### src/rtl/npu_host_driver.sv
// npu_host_driver
// Host-side master for the NPU shared 32-bit bus. It forwards a host word
// stream (config, weights/biases, inputs) to the NPU with we. It then waits
// for npu_ready, reads N3 result words with oe, and returns them to the host.
//
// State table
//   state  | meaning
//   IDLE   | waiting for start
//   CFG    | forwarding 5 config words (L, C0..C3)
//   WGT    | forwarding W weight/bias words
//   INP    | forwarding N0 input words
//   WAIT   | waiting for npu_ready, timeout running
//   READ   | issuing oe, one result per cycle
//   FIN    | one-cycle done pulse
//
// Ports
//   i_clk, i_rst (async, active-low)
//   i_start                      run request, accepted only in IDLE
//   i_src_data/i_src_valid       host word stream, o_src_ready = consumed
//   o_we, o_bus_out, o_bus_drive NPU write side (bus_drive == we)
//   o_oe, i_bus_in, i_npu_ready  NPU read side
//   o_res_data/o_res_valid       results to host, no backpressure
//   o_busy, o_done, o_error      status (error is sticky until next start)
module npu_host_driver #(
  parameter logic [19:0] TIMEOUT = 20'd1000000
) (
  input  logic        i_clk,
  input  logic        i_rst,
  input  logic        i_start,
  input  logic [31:0] i_src_data,
  input  logic        i_src_valid,
  output logic        o_src_ready,
  output logic        o_we,
  output logic        o_oe,
  output logic [31:0] o_bus_out,
  output logic        o_bus_drive,
  input  logic [31:0] i_bus_in,
  input  logic        i_npu_ready,
  output logic [31:0] o_res_data,
  output logic        o_res_valid,
  output logic        o_busy,
  output logic        o_done,
  output logic        o_error
);

  typedef enum logic [2:0] {
    S_IDLE, S_CFG, S_WGT, S_INP, S_WAIT, S_READ, S_FIN
  } state_t;

  state_t          r_state;
  state_t          w_state_nxt;
  logic [1:0]      r_layers;
  logic [3:0][4:0] r_code;
  logic [11:0]     r_cnt;
  logic [19:0]     r_tmo;
  logic [5:0]      r_rd_cnt;
  logic [31:0]     r_res_data;
  logic            r_res_valid;
  logic            r_error;

  logic [11:0] w_n0, w_n1, w_n2, w_n3;
  logic [11:0] w_wgt_total;
  logic [11:0] w_last_idx;
  logic [5:0]  w_n3_rd;
  logic [1:0]  w_cfg_idx;
  logic        w_fwd, w_xfer, w_last, w_rd_pending, w_oe, w_set_err;

  assign w_n0    = {7'd0, r_code[0]} + 12'd1;
  assign w_n1    = {7'd0, r_code[1]} + 12'd1;
  assign w_n2    = {7'd0, r_code[2]} + 12'd1;
  assign w_n3    = {7'd0, r_code[3]} + 12'd1;
  assign w_n3_rd = {1'b0, r_code[3]} + 6'd1;

  // Each layer contributes Nout*(Nin+1) words (weights plus bias).
  always_comb begin
    case (r_layers)
      2'd0:    w_wgt_total = w_n3 * (w_n0 + 12'd1);
      2'd1:    w_wgt_total = w_n1 * (w_n0 + 12'd1) + w_n3 * (w_n1 + 12'd1);
      default: w_wgt_total = w_n1 * (w_n0 + 12'd1) + w_n2 * (w_n1 + 12'd1)
                           + w_n3 * (w_n2 + 12'd1);
    endcase
  end

  assign w_rd_pending = (r_rd_cnt != w_n3_rd);
  assign w_xfer       = w_fwd & i_src_valid;
  assign w_last       = (r_cnt == w_last_idx);
  // Config word k (1..4) lands in code slot k-1; slot 3 comes from k=4 wrapping.
  assign w_cfg_idx    = r_cnt[1:0] - 2'd1;

  always_ff @(posedge i_clk or negedge i_rst) begin
    if (!i_rst) r_state <= S_IDLE;
    else        r_state <= w_state_nxt;
  end

  always_comb begin
    w_state_nxt = r_state;
    w_fwd       = 1'b0;
    w_last_idx  = 12'd0;
    w_oe        = 1'b0;
    w_set_err   = 1'b0;
    case (r_state)
      S_IDLE: if (i_start) w_state_nxt = S_CFG;
      S_CFG: begin
        w_fwd      = 1'b1;
        w_last_idx = 12'd4;
        // L was registered with word0, so it is stable by the last config word.
        if (i_src_valid && r_cnt == 12'd4) begin
          if (r_layers == 2'd3) begin
            w_set_err   = 1'b1;
            w_state_nxt = S_FIN;
          end else begin
            w_state_nxt = S_WGT;
          end
        end
      end
      S_WGT: begin
        w_fwd      = 1'b1;
        w_last_idx = w_wgt_total - 12'd1;
        if (i_src_valid && r_cnt == w_last_idx) w_state_nxt = S_INP;
      end
      S_INP: begin
        w_fwd      = 1'b1;
        w_last_idx = {7'd0, r_code[0]};
        if (i_src_valid && r_cnt == w_last_idx) w_state_nxt = S_WAIT;
      end
      S_WAIT: begin
        if (i_npu_ready) begin
          w_state_nxt = S_READ;
        end else if (r_tmo == 20'd0) begin
          w_set_err   = 1'b1;
          w_state_nxt = S_FIN;
        end
      end
      S_READ: begin
        // The cycle after the last oe carries the last res_valid; done follows.
        if (!w_rd_pending) begin
          w_state_nxt = S_FIN;
        end else if (i_npu_ready) begin
          w_oe = 1'b1;
        end else begin
          w_set_err   = 1'b1;
          w_state_nxt = S_FIN;
        end
      end
      S_FIN:   w_state_nxt = S_IDLE;
      default: w_state_nxt = S_IDLE;
    endcase
  end

  always_ff @(posedge i_clk or negedge i_rst) begin
    if (!i_rst) begin
      r_layers    <= 2'd0;
      r_code      <= '0;
      r_cnt       <= 12'd0;
      r_tmo       <= 20'd0;
      r_rd_cnt    <= 6'd0;
      r_res_data  <= 32'd0;
      r_res_valid <= 1'b0;
      r_error     <= 1'b0;
    end else begin
      r_res_valid <= w_oe;
      if (w_oe) r_res_data <= i_bus_in;
      if (r_state == S_IDLE && i_start) begin
        r_error  <= 1'b0;
        r_cnt    <= 12'd0;
        r_tmo    <= 20'd0;
        r_rd_cnt <= 6'd0;
      end else begin
        if (w_set_err) r_error <= 1'b1;
        if (w_xfer) begin
          r_cnt <= w_last ? 12'd0 : r_cnt + 12'd1;
          if (r_state == S_CFG) begin
            if (r_cnt == 12'd0) r_layers <= i_src_data[1:0];
            else                r_code[w_cfg_idx] <= i_src_data[4:0];
          end
          if (r_state == S_INP && w_last) r_tmo <= TIMEOUT - 20'd1;
        end
        if (r_state == S_WAIT && r_tmo != 20'd0) r_tmo <= r_tmo - 20'd1;
        if (w_oe) r_rd_cnt <= r_rd_cnt + 6'd1;
      end
    end
  end

  assign o_we        = w_xfer;
  assign o_src_ready = w_xfer;
  assign o_bus_drive = w_xfer;
  assign o_bus_out   = w_xfer ? i_src_data : 32'd0;
  assign o_oe        = w_oe;
  assign o_res_data  = r_res_data;
  assign o_res_valid = r_res_valid;
  assign o_busy      = (r_state != S_IDLE);
  assign o_done      = (r_state == S_FIN);
  assign o_error     = r_error;

endmodule

### config.mk
export PLATFORM = sky130hd
export DESIGN_NAME = npu_host_driver
export DESIGN_NICKNAME = d
export VERILOG_FILES = /design/src/rtl/npu_host_driver.sv
export SDC_FILE = /design/constraint.sdc
export NUM_CORES = 1
export LEC_CHECK = 0
export CELL_PAD_IN_SITES_DETAIL_PLACEMENT = 1
export CELL_PAD_IN_SITES_GLOBAL_PLACEMENT = 1
export CORE_MARGIN = 2
export CORE_UTILIZATION = 49
export DETAILED_ROUTE_END_ITERATION = 10
export PLACE_DENSITY = 0.88
export SETUP_SLACK_MARGIN = 0.15
export SLEW_MARGIN = 20
export SYNTH_ARGS = -nofsm -noshare
export SYNTH_HDL_FRONTEND = slang
export SYNTH_SLANG_ARGS = --single-unit
### constraint.sdc
create_clock -name i_clk -period 21.8 [get_ports i_clk]
set_clock_uncertainty 0.05 [all_clocks]
set_input_delay 2.18 -clock i_clk [delete_from_list [all_inputs] [get_ports i_clk]]
set_output_delay 2.18 -clock i_clk [all_outputs]
set_load 0.01 [all_outputs]
Fig. 1: placed standard cells
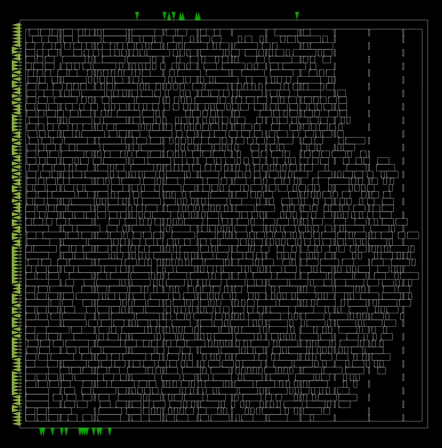
Tapcell Cnt: 330
FP Rows: 58
flop share of the area: 0.1663
Final Core Density: 0.5795
# fillers: 2,891

Fig. 2: supply network
Bar = 50 microns. Pins as bars on the die edge. Tap cells in grey.
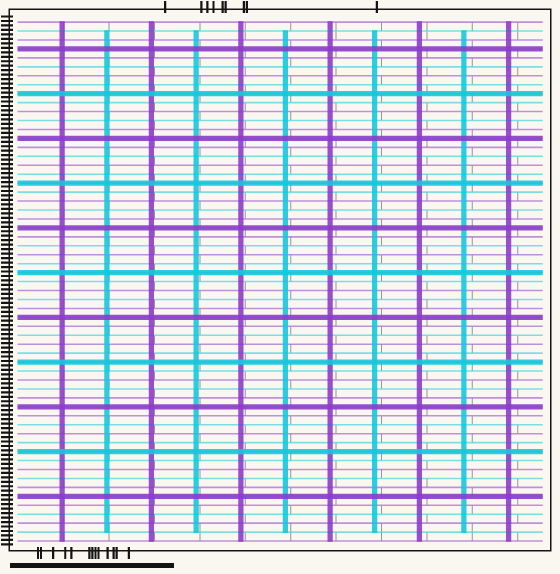
| colour | net |
|---|---|
| purple | VSS |
| cyan | VDD |
signal pins: 141
tap cells: 330
met4 straps: 11
met1 rails: 59
Die Ht: 164.2 microns
DIE WIDTH: 164.2 microns
core area: 25,180 sq um

Fig. 3: nets reached from selected ports
Bar = 50 microns.
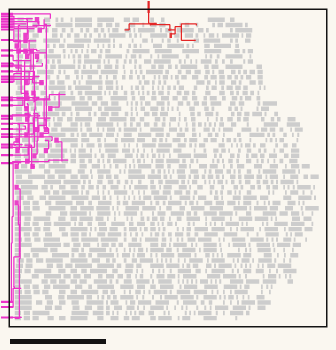
| colour | port | bits | direction | end cells | buffers | wire |
|---|---|---|---|---|---|---|
| red | o_bus_drive | 1 | output | 1 | 1 | 78.5 microns |
| magenta | o_bus_out | 32 | output | 32 | 32 | 1,110 microns |
I/O Buffers: 140
Ports: 141

==> out/metrics.yaml <==
routing:
  drt-initial-drc-count: 630
  met2_length_microns: 21000
  antenna_left: 0
  route.met3.wl_microns: 2379
  vias: 10898
  avgRoutedWirePerCell_microns: 21.95
  routed_wl_microns: 40560
  drcViolationCount: 0
  top_layer: "met4"
  firstDrtPassIters: 5
cells_and_area:
  num-nets-final: 1826
  flop-count: 97
  drive_gt1_frac: 0.08498
  stdcell_count: 1848
  comb_share: 0.6423
  layout.area.top_class: "combinational gates"
  area_delta_synth_final_pct: 16.11
  buffer_area_frac: 0.1025
  antenna_cells: 0
  largest_register_ffs: 32
  n_all_inverters: 159
  non_clock_buffer_count: 153
  layout_top_cell: "nor2_1"
  logic_area_sq_um: 9374
timing:
  relSlewSlack: 0.2854
  finalCriticalPeriod_ps: 9824
  finalMaxSlewViolations: 0
  rsz0062_at_grt: "false"
  worst_hold_slack_ps: 464.6
  worstMarginPinSlew_ps: 1072
  hold_violations: 0
yosys:
  synth.avg_cell_area_sq_um: 9.010
  synthTopCellsByCount: "213 x nor2_1, 158 x inv_1, 128 x fa_1, 116 x ha_1, 97 x dfrtp_1"
  ys.flop_type: "dfrtp_1"
  synthAoiAreaFrac: 0.1080
  topCellsByArea: "fa_1 20%, dfrtp_1 19%, ha_1 12%"
  yosysTopAreaCell: "fa_1"
  netlist_area_sq_um: 12570
  synth_seq_share: 0.1931
  synth.most_common_cell: "nor2_1"
  synthTopLogicFamily: "adder cells"
  ys_sh_mux: 0.05544
  yosys_warnings: 0
  synthArstFlopShare: 1.000
  yosys.cell_types.count: 84
clock_network:
  cts_root_buf: "clkbuf_16"
  postCtsSetupBuffers: 0
  cts.clk_slew.worst_paths_ps: 80
  cts_buffer_depth: 2
  clk_latency_ps: 360
  htree_levels: 3
  cts_resized: 0
  cts_num_sinks: 97
placement:
  placedInstanceArea_sq_um: 14300
  globalplace.congestion: 0.8782
  place_inst: 1832
hold_path:
  hold_start: "r_tmo[12]"
  hp-class: "reg2reg"
worst_setup_path:
  r2r_cells: 28
  required_ps: 22010
  critPathCaptureType: "flip-flop"
  crit_top_cell: "fa_1"
  r2r_end: "r_tmo[11]"
  cp_slowest_cell: "xor2_1"
  cp-startpoint: "r_code[1]"
  critPathKind: "reg2reg"
  r2r-start: "r_code[1]"
  start_kind: "flip-flop"
  arrival_ps: 10040
global_routing:
  track_usage: 0.3143
  grt_antenna_before_repair: 0
  grt_first_pass_wirelength_microns: 65530
  grt_max_degree: 68
  overflow: 0
  grt_pass1_vias: 12163
status:
  status: "complete, no violations"
job:
  maxCapViolations: 0
  warnings: 33
floorplan:
  die_area_sq_um: 26950
Fig. 4: placement density heat map
Bar = 50 microns. The die is cut into 16 by 16 equal tiles; white is low, dark blue is high, 0 to 100% covered.
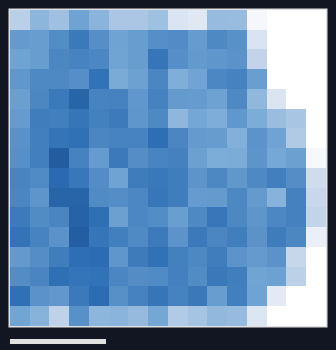
mean over tiles: 53%
tiles over 75% full: 3.5%
nearly empty tiles: 9.0%
fullest tile: 82%
emptiest ninth of the die: north-east
FP Util: 0.4992

Fig. 5: register map, names as in the netlist
Bar = 50 microns. Other sequential cells in the stronger grey, the rest of the logic in the fainter grey.
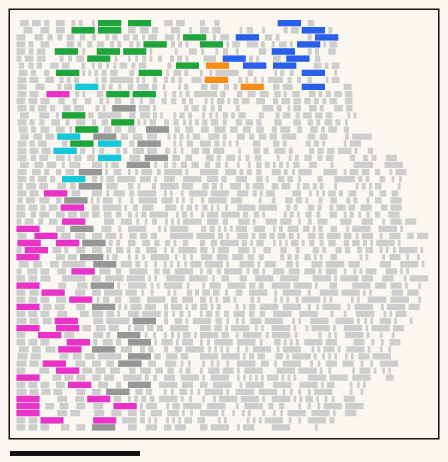
| colour | signal | flops |
|---|---|---|
| magenta | o_res_data | 32 |
| blue | r_cnt | 12 |
| cyan | r_rd_cnt | 6 |
| orange | r_state | 3 |
| green | r_tmo | 20 |
not coloured: 24
sequential cell area: 2427 sq um

